## config.mk

```make
export PLATFORM = sky130hd
export DESIGN_NAME = pipeline_hazard_ctrl
export DESIGN_NICKNAME = d
export VERILOG_FILES = /design/src/rtl/riscv_pkg.sv /design/src/rtl/sb_counter_array.sv /design/src/rtl/pipeline_hazard_ctrl.sv
export SDC_FILE = /design/constraint.sdc
export NUM_CORES = 1
export LEC_CHECK = 0
export CORE_UTILIZATION = 60
export DETAILED_ROUTE_END_ITERATION = 10
export PLACE_DENSITY = 0.92
export SYNTH_ARGS = -nofsm -noshare
export SYNTH_HDL_FRONTEND = slang
export SYNTH_SLANG_ARGS = --single-unit
export TNS_END_PERCENT = 50
```

## constraint.sdc

```tcl
create_clock -name CLK -period 14.15 [get_ports CLK]
set_input_delay 4.245 -clock CLK [delete_from_list [all_inputs] [get_ports CLK]]
set_output_delay 4.245 -clock CLK [all_outputs]
set_load 0.01 [all_outputs]
```

## src/rtl/riscv_pkg.sv

```systemverilog
// Shared RISC-V decode constants, stall-cause encoding and hazard FSM states
// used by the scoreboard-style hazard controller.
package riscv_pkg;

  localparam int NUM_REGS = 32;

  localparam logic [6:0] OP_LOAD   = 7'b0000011;
  localparam logic [6:0] OP_STORE  = 7'b0100011;
  localparam logic [6:0] OP_OP     = 7'b0110011;
  localparam logic [6:0] OP_OP_IMM = 7'b0010011;
  localparam logic [6:0] OP_BRANCH = 7'b1100011;
  localparam logic [6:0] OP_LUI    = 7'b0110111;
  localparam logic [6:0] OP_AUIPC  = 7'b0010111;
  localparam logic [6:0] OP_JAL    = 7'b1101111;
  localparam logic [6:0] OP_JALR   = 7'b1100111;
  localparam logic [6:0] OP_FENCE  = 7'b0001111;
  localparam logic [6:0] OP_SYSTEM = 7'b1110011;

  typedef enum logic [1:0] {
    CAUSE_NONE  = 2'd0,
    CAUSE_RAW   = 2'd1,
    CAUSE_WAW   = 2'd2,
    CAUSE_DRAIN = 2'd3
  } stall_cause_e;

  typedef enum logic {
    ST_RUN   = 1'b0,
    ST_DRAIN = 1'b1
  } hz_state_e;

  typedef struct packed {
    logic rs1;
    logic rs2;
    logic rd;
    logic drain;
  } reg_use_t;

  // Which register fields an opcode actually reads/writes; unknown opcodes use none.
  function automatic reg_use_t decode_use(input logic [6:0] opcode);
    reg_use_t u;
    u = '0;
    case (opcode)
      OP_LOAD, OP_OP_IMM, OP_JALR: begin u.rs1 = 1'b1; u.rd = 1'b1; end
      OP_STORE, OP_BRANCH:         begin u.rs1 = 1'b1; u.rs2 = 1'b1; end
      OP_OP:                       begin u.rs1 = 1'b1; u.rs2 = 1'b1; u.rd = 1'b1; end
      OP_LUI, OP_AUIPC, OP_JAL:    u.rd = 1'b1;
      OP_FENCE, OP_SYSTEM:         u.drain = 1'b1;
      default:                     u = '0;
    endcase
    return u;
  endfunction

endpackage

```

## src/rtl/sb_counter_array.sv

```systemverilog
// Per-register 2-bit pending-write counters; nets issue/writeback/kill events
// per register each cycle and clamps underflow to zero with a sticky error.
module sb_counter_array
  import riscv_pkg::*;
(
  input  logic        CLK,
  input  logic        RESET_N,
  input  logic        inc_v,
  input  logic [4:0]  inc_dr,
  input  logic        wb_v,
  input  logic [4:0]  wb_dr,
  input  logic        kill_v,
  input  logic [4:0]  kill_dr,
  output logic [63:0] counts,
  output logic        err
);

  logic [1:0]          cnt_q [NUM_REGS];
  logic [1:0]          cnt_d [NUM_REGS];
  logic [NUM_REGS-1:0] under;

  always_comb begin
    logic [2:0] up;
    logic [2:0] dn;
    up = '0;
    dn = '0;
    for (int r = 0; r < NUM_REGS; r++) begin
      up = {1'b0, cnt_q[r]} + {2'b00, inc_v && (inc_dr == 5'(r))};
      dn = {2'b00, wb_v && (wb_dr == 5'(r))} + {2'b00, kill_v && (kill_dr == 5'(r))};
      under[r] = 1'b0;
      cnt_d[r] = 2'd0;
      // x0 is never tracked, so its events neither count nor flag underflow.
      if (r != 0) begin
        if (up < dn)
          under[r] = 1'b1;
        else if ((up - dn) > 3'd3)
          cnt_d[r] = 2'd3;
        else
          cnt_d[r] = 2'(up - dn);
      end
    end
  end

  always_ff @(posedge CLK or negedge RESET_N) begin
    if (!RESET_N) begin
      for (int r = 0; r < NUM_REGS; r++) cnt_q[r] <= 2'd0;
      err <= 1'b0;
    end else begin
      for (int r = 0; r < NUM_REGS; r++) cnt_q[r] <= cnt_d[r];
      if (|under) err <= 1'b1;
    end
  end

  always_comb begin
    counts = '0;
    for (int r = 0; r < NUM_REGS; r++) counts[2*r +: 2] = cnt_q[r];
  end

endmodule

```

## src/rtl/pipeline_hazard_ctrl.sv

```systemverilog
// Decode-stage hazard controller: scoreboards pending register writes and
// stalls decode on RAW, WAW counter saturation, or drain-class instructions.
module pipeline_hazard_ctrl
  import riscv_pkg::*;
(
  input  logic        CLK,
  input  logic        RESET_N,
  input  logic        DE_V,
  input  logic [31:0] DE_IR,
  input  logic        WB_V,
  input  logic [4:0]  WB_DR,
  input  logic        KILL_V,
  input  logic [4:0]  KILL_DR,
  output logic        STALL,
  output logic        ISSUE,
  output logic [1:0]  STALL_CAUSE,
  output logic [31:0] BUSY_MASK,
  output logic        ERR,
  output logic        DBG_STATE
);

  // Handshake: decode presents DE_IR with DE_V high and holds it while STALL=1;
  // the instruction is consumed in exactly the cycle ISSUE=1 (DE_V && !STALL).

  logic [6:0]   opcode;
  logic [4:0]   rd, rs1, rs2;
  reg_use_t     use_d;
  logic [63:0]  counts;
  logic [1:0]   cnt_rs1, cnt_rs2, cnt_rd;
  logic         rs1_hot, rs2_hot;
  logic         raw_hit, waw_hit, drain_hit, any_busy, inc_v;
  stall_cause_e cause;
  hz_state_e    state_q, state_d;
  logic         unused_ir_bits;

  assign opcode = DE_IR[6:0];
  assign rd     = DE_IR[11:7];
  assign rs1    = DE_IR[19:15];
  assign rs2    = DE_IR[24:20];
  assign unused_ir_bits = ^{DE_IR[31:25], DE_IR[14:12]};
  assign use_d  = decode_use(opcode);

  assign cnt_rs1 = counts[{rs1, 1'b0} +: 2];
  assign cnt_rs2 = counts[{rs2, 1'b0} +: 2];
  assign cnt_rd  = counts[{rd, 1'b0} +: 2];

  // A same-cycle writeback retires one pending write before the source check.
  assign rs1_hot = (rs1 != 5'd0) && (cnt_rs1 > {1'b0, WB_V && (WB_DR == rs1)});
  assign rs2_hot = (rs2 != 5'd0) && (cnt_rs2 > {1'b0, WB_V && (WB_DR == rs2)});

  assign any_busy  = |BUSY_MASK;
  assign raw_hit   = DE_V && ((use_d.rs1 && rs1_hot) || (use_d.rs2 && rs2_hot));
  assign waw_hit   = DE_V && use_d.rd && (rd != 5'd0) && (cnt_rd == 2'd3);
  assign drain_hit = DE_V && use_d.drain && any_busy;

  always_comb begin
    state_d = state_q;
    cause   = CAUSE_NONE;
    case (state_q)
      ST_RUN:   if (drain_hit) state_d = ST_DRAIN;
      ST_DRAIN: if (!any_busy) state_d = ST_RUN;
      default:  state_d = ST_RUN;
    endcase
    if (drain_hit)     cause = CAUSE_DRAIN;
    else if (raw_hit)  cause = CAUSE_RAW;
    else if (waw_hit)  cause = CAUSE_WAW;
  end

  always_ff @(posedge CLK or negedge RESET_N) begin
    if (!RESET_N) state_q <= ST_RUN;
    else          state_q <= state_d;
  end

  assign STALL_CAUSE = cause;
  assign STALL       = (cause != CAUSE_NONE);
  assign ISSUE       = DE_V && !STALL;
  assign inc_v       = ISSUE && use_d.rd && (rd != 5'd0);
  assign DBG_STATE   = state_q;

  always_comb begin
    BUSY_MASK = '0;
    for (int r = 1; r < NUM_REGS; r++) BUSY_MASK[r] = |counts[2*r +: 2];
  end

  sb_counter_array u_counters (
    .CLK     (CLK),
    .RESET_N (RESET_N),
    .inc_v   (inc_v),
    .inc_dr  (rd),
    .wb_v    (WB_V),
    .wb_dr   (WB_DR),
    .kill_v  (KILL_V),
    .kill_dr (KILL_DR),
    .counts  (counts),
    .err     (ERR)
  );

endmodule

```

Figure 1. Cell classes on the final placement.
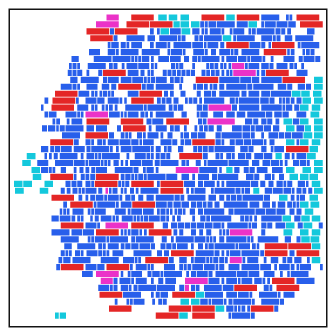
- other buffers and delay cells: cyan (cells 79; share of their area 7.8%)
- combinational and other logic: blue (cells 900; share of their area 73%)
- clock drivers and dummy loads: magenta (cells 16; share of their area 3.2%)
- flops: red (cells 64; share of their area 16%)
row cnt: 44
Core Region: 0.0145 mm²
Post-Route Utilization: 69.4%
Seq area share: 15.9%

==> flow_summary.toml <==
# flow metrics
[final_layout]
logic_area_mm2 = 0.00661
comb_area_share_pct = 65.6
nNonClkInverters = 145
num-multi-input-gates = 755
clk_share_pct = 3.16
fin_cells = 1244
drive_gt1_share_pct = 8.50
lay_top_count = "inv_1"
largest_class = "logic gates"
num-nonclk-buffers = 79
final-nonclk-buf-share_pct = 7.65
num_antenna_cells = 1
regArea_mm2 = 0.00160
fillers = 1024
fin_area_mm2 = 0.0101
fin_nets = 1289
ff_count = 64
clock_buffers = 14
syn2layout_area_growth_pct = 13.0
mostFrequentLayoutCells = "inv_1 (145), ha_1 (126), nor2_1 (98)"

[grt]
grt_pass1_wl_mm = 43.0
grt_antenna_before_repair = 1
gr-total-overflow = 0
top_usage_layer = "met2"
grt_pass1_vias = 8429
use_met2_pct = 56.6
grt_max_degree = 65

[placement]
port_buffers = 73
pre_cts_slack_ns = 1.68
hpwlAfterDp_mm = 21.0
place_area_mm2 = 0.00976
place_congestion = 1.00
place_inst = 1227

[final_timing]
tns_ns = 0
maxSlewHeadroom_pct = 25.9
hold_viol = 0
worst_slack_ns = 1.67
fin_skew_ns = 0.00897
slew_viol_final = 0
setup_violations = 0
whs_ns = 0.506
finalCritPeriodShare_pct = 88.2
tightest_slew_ns = 1.11
grt_setup_unrepaired = "false"
timing.fmax_ghz = 0.0801
min_period_ns = 12.48

[clock_tree]
clk_latency_ns = 0.36
cts_hold_buf = 0
cts_resized = 0
numCtsBuffers = 9
clock-sinks = 64
root_buffer = "clkbuf_16"
clockBufferDepth = 2
clk_pin_slew_worst_paths_ns = 0.06
cts_setup_buffers = 0
cts.htree.levels = 3
cts_tree = "yes"

[routing]
dr.pass1.iters = 6
dr.first_iter.drc_count = 1111
antenna_violating_nets_post_route = 0
vias = 8387
routed.top_layer = "met4"
wl_met2_mm = 11.9
drt-met1-wl_mm = 9.85
wl_met3_mm = 3.67
routed_wl_mm = 27.4
drc = 0
via_per_inst = 6.74

[yosys]
ys_sh_mux_pct = 8.93
synthSimpleGateAreaFrac_pct = 18.7
fp_nets = 1239
syn_area_mm2 = 0.00892
async_flop_share_pct = 100
top_cells_by_count = "inv_1 (145), ha_1 (126), nor2_1 (98)"
ys_cells = 1004
yosysMostFrequentCell = "inv_1"
synth_flops = 64
topCellsByArea = "dfrtp_1 (18%), ha_1 (18%), fa_1 (14%)"
ys_top_logic_family = "adder cells"
flop_cell = "dfrtp_1"
yosys.area.top_type = "dfrtp_1"
ys_sh_aoi_pct = 11.0
ys_seq_share_pct = 17.9
ys_sh_adder_pct = 31.6
yosys_warnings = 0
synth.distinct_cells = 57
ys_sh_xor_pct = 3.83
edf_count = 0
top_cell_area_share_pct = 17.9
ys_area_mm2 = 0.00892
avgSynthCellArea_um2 = 8.89
synthCells = 1004

[pwr]
leakagePower_nw = 4.43
seq-power_uw = 416
switchingPower_uw = 665
peakVddDrop_uv = 73.7
power_mw = 1.48
switching_share_pct = 45.1
comb_power_share_pct = 55.2
comb_power_uw = 814
power.internal_uw = 810
p_clk_uw = 245
pwr-share-clk_pct = 16.6
p_per_area_mw_per_mm2 = 146
p_seq_share_pct = 28.2
top_power_group = "combinational logic"

[critical_path]
endpoint = "ISSUE"
start_kind = "primary input"
worstPathCellList = "clkdlybuf4s50_1 -> mux4_1 -> mux4_2 -> mux2i_1 -> ha_1 -> o22ai_1 -> o31ai_2 -> and2_1 -> o2111a_1 -> clkdlybuf4s50_1"
crit_family = "buffers and inverters"
ff2ff_path_depth = 18
critPathBufInv = 2
r2r-start = "u_counters.counts[20]"
cpMostUsedCell = "clkdlybuf4s50_1"
slowest_stage = "clkdlybuf4s50_1"
end_kind = "primary output"
critical_path_class = "primary input to primary output"
cpPeakStageDelay_ns = 1.20
cp_max_fo = 17
rrSetupSlack_ns = 8.53
worst-path-stages = 10
crit_start = "DE_IR[15]"
crit_required_ns = 9.90
rr_endpoint = "u_counters.err"
cp_data_arrival_time_ns = 8.23

[floorplan]
dieArea_mm2 = 0.0154
die_y_um = 124
io-pin-count = 85
num_tap_cells = 184
initCoreUtil_pct = 61.4
fp.dieW_um = 124

[run]
warning_count = 36
max_cap_viol_count = 0

[min_path]
hold_class = "flip-flop to flip-flop"

[status]
status = "complete, no violations"
Figure 2. Routing congestion.
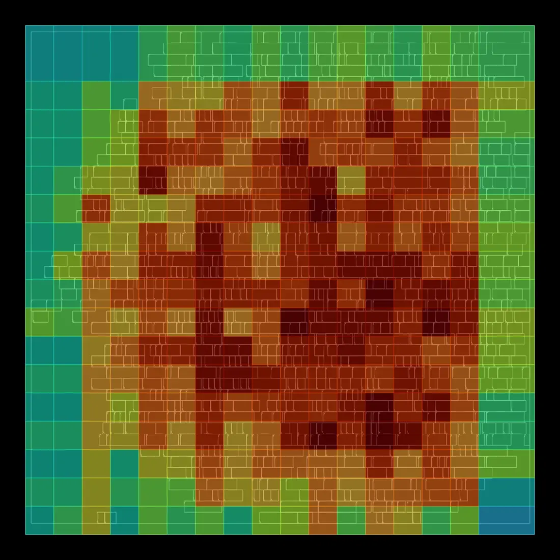
gr usage total: 38.0%
Routed wire per std cell: 22.1 µm
met1 Use GR: 45.9%
Global Route met3 Usage: 13.4%

## worst min path at each step
stage | start | cells past startpoint | slack [ns] | endpoint
finish | DBG_STATE | 2 | 0.51 | DBG_STATE
global route | DBG_STATE | 2 | 0.56 | DBG_STATE
CTS | DBG_STATE | 2 | 0.51 | DBG_STATE
detailed placement | DBG_STATE | 2 | 0.49 | DBG_STATE
global placement | DBG_STATE | 2 | 0.48 | DBG_STATE
floorplan | DBG_STATE | 2 | 0.53 | DBG_STATE
## state kept, by name, summed over array words and instances, names as in the netlist
signal and flops:
DBG_STATE 1, u_counters.counts 62, u_counters.err 1
No activity file was given, so power comes from the tool's default toggle rates.
